m3.png
(6 px per um)
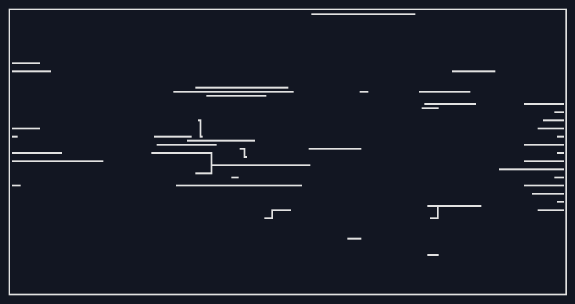
gates.png
(4 px per um)
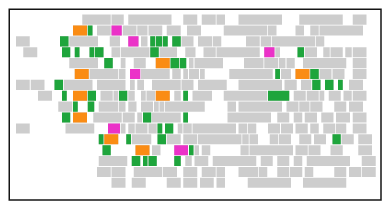
clock_wires.png
(6 px per um)
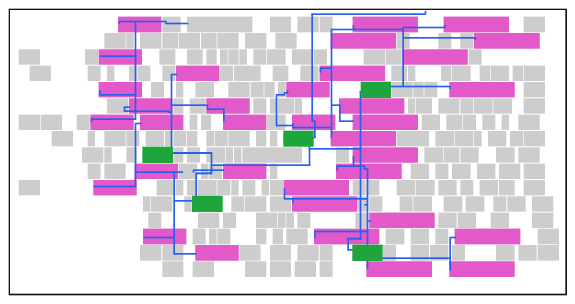
layers.png
(4 px per um)
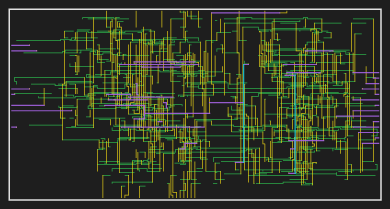
clock_nets.png
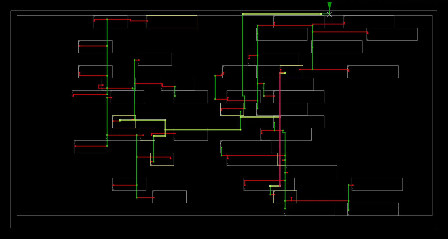
File: config.mk
export PLATFORM = sky130hd
export DESIGN_NAME = hazard_scoreboard
export DESIGN_NICKNAME = d
export VERILOG_FILES = /design/src/rtl/hazard_pkg.sv /design/src/rtl/hazard_slot_pipe.sv /design/src/rtl/hazard_scoreboard.sv
export SDC_FILE = /design/constraint.sdc
export NUM_CORES = 1
export LEC_CHECK = 0
export ABC_CLOCK_PERIOD_IN_PS = 5850
export CAP_MARGIN = 20
export CORE_ASPECT_RATIO = 0.5
export CORE_UTILIZATION = 50
export CTS_BUF_LIST = sky130_fd_sc_hd__clkbuf_4 sky130_fd_sc_hd__clkbuf_8
export CTS_CLUSTER_DIAMETER = 80
export CTS_CLUSTER_SIZE = 40
export DETAILED_ROUTE_END_ITERATION = 8
export PLACE_DENSITY = 0.85
export SETUP_SLACK_MARGIN = 0.05
export SYNTH_ARGS = -nofsm -noshare
export SYNTH_HDL_FRONTEND = slang
export SYNTH_SLANG_ARGS = --single-unit
File: constraint.sdc
create_clock -name clk -period 5.85 [get_ports clk]
set_input_delay 0.585 -clock clk [delete_from_list [all_inputs] [get_ports clk]]
set_output_delay 0.585 -clock clk [all_outputs]
set_load 0.01 [all_outputs]
File: src/rtl/hazard_pkg.sv
// Shared types and helpers for the hazard scoreboard: slot record, forward
// encoding and the parameter legality check used at elaboration.
package hazard_pkg;

  // Widest register index a slot can hold; narrower indices are zero-extended.
  localparam int RD_MAX_W = 8;

  localparam int FWD_RF = 0;

  typedef struct packed {
    logic                valid;
    logic [RD_MAX_W-1:0] rd;
    logic                is_load;
  } slot_t;

  localparam int    SLOT_W      = $bits(slot_t);
  localparam slot_t SLOT_BUBBLE = '0;

  function automatic bit ready_order_ok(input int alu_ready, input int load_ready,
                                        input int depth, input int rw);
    return (alu_ready >= 1) && (alu_ready <= load_ready) &&
           (load_ready <= depth) && (rw <= RD_MAX_W);
  endfunction

  // A bubble or register x0 never matches, nor does an operand that is not read.
  function automatic logic slot_matches(input slot_t s, input logic [RD_MAX_W-1:0] r,
                                        input logic used);
    return used && s.valid && (s.rd == r) && (r != '0);
  endfunction

endpackage

File: src/rtl/hazard_slot_pipe.sv
// Shift register of in-flight destinations: slot 1 (index 0) is EX, the last
// slot is WB. Advances when not frozen, inserting either the issued entry or a bubble.
module hazard_slot_pipe
  import hazard_pkg::*;
#(
  parameter int RW         = 5,
  parameter int PIPE_DEPTH = 3
) (
  input  logic                         clk,
  input  logic                         rst_n,
  input  logic                         advance,
  input  logic                         insert,
  input  logic [RW-1:0]                in_rd,
  input  logic                         in_is_load,
  output logic [PIPE_DEPTH*SLOT_W-1:0] slots_flat
);

  slot_t slots [PIPE_DEPTH];
  slot_t entry;

  always_comb begin
    entry = SLOT_BUBBLE;
    if (insert) begin
      entry.valid   = 1'b1;
      entry.rd      = RD_MAX_W'(in_rd);
      entry.is_load = in_is_load;
    end
  end

  always_ff @(posedge clk) begin
    if (!rst_n) begin
      for (int k = 0; k < PIPE_DEPTH; k++) slots[k] <= SLOT_BUBBLE;
    end else if (advance) begin
      slots[0] <= entry;
      for (int k = 1; k < PIPE_DEPTH; k++) slots[k] <= slots[k-1];
    end
  end

  always_comb begin
    slots_flat = '0;
    for (int k = 0; k < PIPE_DEPTH; k++) slots_flat[k*SLOT_W +: SLOT_W] = slots[k];
  end

endmodule

File: src/rtl/hazard_scoreboard.sv
// ID-stage hazard scoreboard: picks the youngest in-flight producer per source,
// decides stall vs forward by result class, and counts data-hazard stall cycles.
module hazard_scoreboard
  import hazard_pkg::*;
#(
  parameter int NREG       = 32,
  parameter int PIPE_DEPTH = 3,
  parameter int ALU_READY  = 1,
  parameter int LOAD_READY = 2,
  parameter int CNT_W      = 16,
  localparam int RW        = $clog2(NREG),
  localparam int FW        = $clog2(PIPE_DEPTH + 1)
) (
  input  logic             clk,
  input  logic             rst_n,
  input  logic             issue_valid,
  input  logic [RW-1:0]    issue_rd,
  input  logic             issue_is_load,
  input  logic [RW-1:0]    issue_rs1,
  input  logic [RW-1:0]    issue_rs2,
  input  logic             use_rs1,
  input  logic             use_rs2,
  input  logic             flush,
  input  logic             mem_stall,
  output logic             stall,
  output logic [FW-1:0]    fwd_rs1,
  output logic [FW-1:0]    fwd_rs2,
  output logic [CNT_W-1:0] hazard_cnt
);

  if (!ready_order_ok(ALU_READY, LOAD_READY, PIPE_DEPTH, RW)) begin : g_bad_params
    $error("hazard_scoreboard: need 1 <= ALU_READY <= LOAD_READY <= PIPE_DEPTH");
  end

  localparam logic [FW-1:0] ALU_AT  = FW'(ALU_READY);
  localparam logic [FW-1:0] LOAD_AT = FW'(LOAD_READY);

  logic [PIPE_DEPTH*SLOT_W-1:0] slots_flat;
  slot_t                        slot [PIPE_DEPTH];
  logic                         hit1, hit2, load1, load2, early1, early2;
  logic [FW-1:0]                pos1, pos2;
  logic                         data_hazard, accept;

  always_comb begin
    for (int k = 0; k < PIPE_DEPTH; k++) slot[k] = slot_t'(slots_flat[k*SLOT_W +: SLOT_W]);
  end

  // Scan oldest to youngest so the youngest match overwrites any older one.
  always_comb begin
    hit1  = 1'b0;
    pos1  = '0;
    load1 = 1'b0;
    hit2  = 1'b0;
    pos2  = '0;
    load2 = 1'b0;
    for (int k = PIPE_DEPTH; k >= 1; k--) begin
      if (slot_matches(slot[k-1], RD_MAX_W'(issue_rs1), use_rs1)) begin
        hit1  = 1'b1;
        pos1  = FW'(k);
        load1 = slot[k-1].is_load;
      end
      if (slot_matches(slot[k-1], RD_MAX_W'(issue_rs2), use_rs2)) begin
        hit2  = 1'b1;
        pos2  = FW'(k);
        load2 = slot[k-1].is_load;
      end
    end
  end

  always_comb begin
    early1      = hit1 && (pos1 < (load1 ? LOAD_AT : ALU_AT));
    early2      = hit2 && (pos2 < (load2 ? LOAD_AT : ALU_AT));
    fwd_rs1     = (hit1 && !early1) ? pos1 : FW'(FWD_RF);
    fwd_rs2     = (hit2 && !early2) ? pos2 : FW'(FWD_RF);
    data_hazard = issue_valid && !flush && (early1 || early2);
    stall       = mem_stall || data_hazard;
    accept      = issue_valid && !flush && !data_hazard;
  end

  hazard_slot_pipe #(
    .RW        (RW),
    .PIPE_DEPTH(PIPE_DEPTH)
  ) u_slot_pipe (
    .clk       (clk),
    .rst_n     (rst_n),
    .advance   (!mem_stall),
    .insert    (accept),
    .in_rd     (issue_rd),
    .in_is_load(issue_is_load),
    .slots_flat(slots_flat)
  );

  // Only cycles lost to data hazards count; memory wait states are excluded.
  always_ff @(posedge clk) begin
    if (!rst_n) begin
      hazard_cnt <= '0;
    end else if (data_hazard && !mem_stall && (hazard_cnt != '1)) begin
      hazard_cnt <= hazard_cnt + CNT_W'(1);
    end
  end

endmodule
==> summary.txt <==
yosys + openroad results -> max-cap violations 0, most frequent cells in the layout 43 x clkdlybuf4s50_1, 21 x xor2_1, 19 x edfxtp_1, PortBufs 43, DRC Markers 2, Hold WC Path Type register to register, Final Max Tran Viols 0, Chip Width 92.6 um, post_cts resized 0, Syn Inst Count 203, maximum fanout along the worst path 8, CTS max path bufs 2, Period minus WS final 3970 ps, std cell rows 16, antenna-violating nets left 0, outcome finished with violations, number of enable flip-flop cells 19, Avg Vias per Cell 5.56, yosys warns 0, Root Driver clkbuf_8, fmax 252 MHz, largest net degree at the start of global routing 24, Fin. Hold Viols 0, core area 3920 um^2, ANT cells 0, Die Y 47.3 um, CTS Hold Buffers Added 0, DR pass1 iterations 6, failing checks DRC, Crit. End Element output pin, post-synth top area share 0.278, # setup viols final 0, main flop type edfxtp_1, unrepaired setup endpoints after global routing no, register-to-register setup slack 3170 ps, Clock transition at path regs 70 ps, Setup Crit Path Kind primary input to output pin, Critical Path Source issue_rs2[4], initial antenna violation count 0, Hold Startpoint hazard_cnt[15]$_SDFFE_PN0P_, largest cells by area after synthesis edfxtp_1 28%, dfxtp_1 16%, xor2_1 9.0%, reg-to-reg endpoint hazard_cnt[14]$_SDFFE_PN0P_, H-tree levels 2
About m3.png:
38 nets have wire on it. The layer carries 302 um of wire. The longest straight run is 20.7 um. The wires run mostly horizontal.
grt met3 use: 0.0566
drt total wl: 4.47 mm

About gates.png:
Green marks nand cells, cells 43, most used nand2_1. Orange marks mux cells, cells 9, most used mux2i_1. Magenta marks non-inverting ao/oa cells, cells 6, most used o21a_1.

About clock_wires.png:
Blue marks clock wires, length 446 um. Green marks clock-net drivers, count 5. Magenta marks flip-flops, count 35.
There are 6 routed clock nets. Position of the flops: widely spread.
share of total power in the clock network: 0.398
Final Skew: 8.52 ps
Clk. pwr: 220 uW
clk_lat worst skew: 290 ps

About layers.png:
Cyan marks M4, wire length 49.0 um. Purple marks M3, wire length 302 um. Green marks M1, wire length 2,060 um. Yellow marks M2, wire length 2,060 um.

About clock_nets.png:
clock sink total: 35
seq_cells: 35

-- per-stage QoR --
step | total power, uW | cell area, um^2 | utilization | setup WS (ps) | hold WS (ps)
2_1_floorplan | 310 | 2050 | - | 3160 | 501
3_3_place_gp | 336 | 2510 | 0.640 | 1970 | 473
3_5_place_dp | 337 | 2510 | 0.640 | 1930 | 484
4_1_cts | 553 | 2620 | 0.669 | 1900 | 496
5_1_grt | 570 | 2620 | 0.669 | 1850 | 521
6_report | 553 | 2620 | 0.669 | 1880 | 492
-- routing by layer --
| metal | part of all wire | track usage | routed length (um) |
|---|---|---|---|
| met2 | 0.46 | 0.354 | 2060 |
| met1 | 0.46 | 0.259 | 2060 |
| met5 | 0 | 0 | 0 |
| met4 | 0.011 | 0.0906 | 48 |
| met3 | 0.067 | 0.0566 | 301 |
-- synthesized netlist by cell type (2+ instances only) --
cell type and instances:
a211oi_1 2, a21boi_0 2, a21oi_1 5, and2_1 18, and3_1 4, and4_1 2
buf_6 3, dfxtp_1 16, edfxtp_1 19, inv_1 6, mux2i_1 9, nand2_1 16
nand2b_1 9, nand3_1 5, nand4_1 12, nor2_1 9, nor3_1 3, nor4_1 6
o21a_1 3, o21ai_0 2, or4_1 4, xnor2_1 12, xor2_1 21
-- cells by family (layout without fill, tap and decap cells) --
| family | after synthesis | count (layout) | share of synthesized area |
|---|---|---|---|
| AOI/OAI and AO/OA | 21 | 21 | 0.0793 |
| DFF | 35 | 35 | 0.434 |
| buffers and inverters | 10 | 57 | 0.0293 |
| muxes | 9 | 9 | 0.0439 |
| adders and majority gates | 1 | 1 | 0.00610 |
| xor gates and xnor gates | 33 | 33 | 0.141 |
| and+or+nand+nor | 94 | 94 | 0.266 |
-- worst max-delay path, cell delays in order --
cell	delay, ps
clkdlybuf4s50_1	510
xor2_1	200
or4_1	530
or4_1	620
nand2_1	220
a41o_1	200
clkdlybuf4s50_1	530
-- power breakdown --
part           switching, uW  internal (uW)  leakage [uW]
registers               8.79            268      0.000338
logic                   26.2           29.7      0.000609
clock network           93.2            127     0.0000581
-- state kept, by name, indices dropped and copies added, names as in the netlist --
| register | cells |
|---|---|
| u_slot_pipe.slots | 19 |
| hazard_cnt | 16 |
-- area by class of cell --
cell class / count / area, um^2
Clock inverter: 3 / 43.8
Timing Repair Buffer: 43 / 430
Inverter: 6 / 22.5
Multi-Input combinational cell: 158 / 1100
Fill cell: 313 / 1300
Clock buffer: 5 / 68.8
Sequential cell: 35 / 891
Tap cell: 54 / 67.6
Power is estimated from default activity; no workload was simulated.
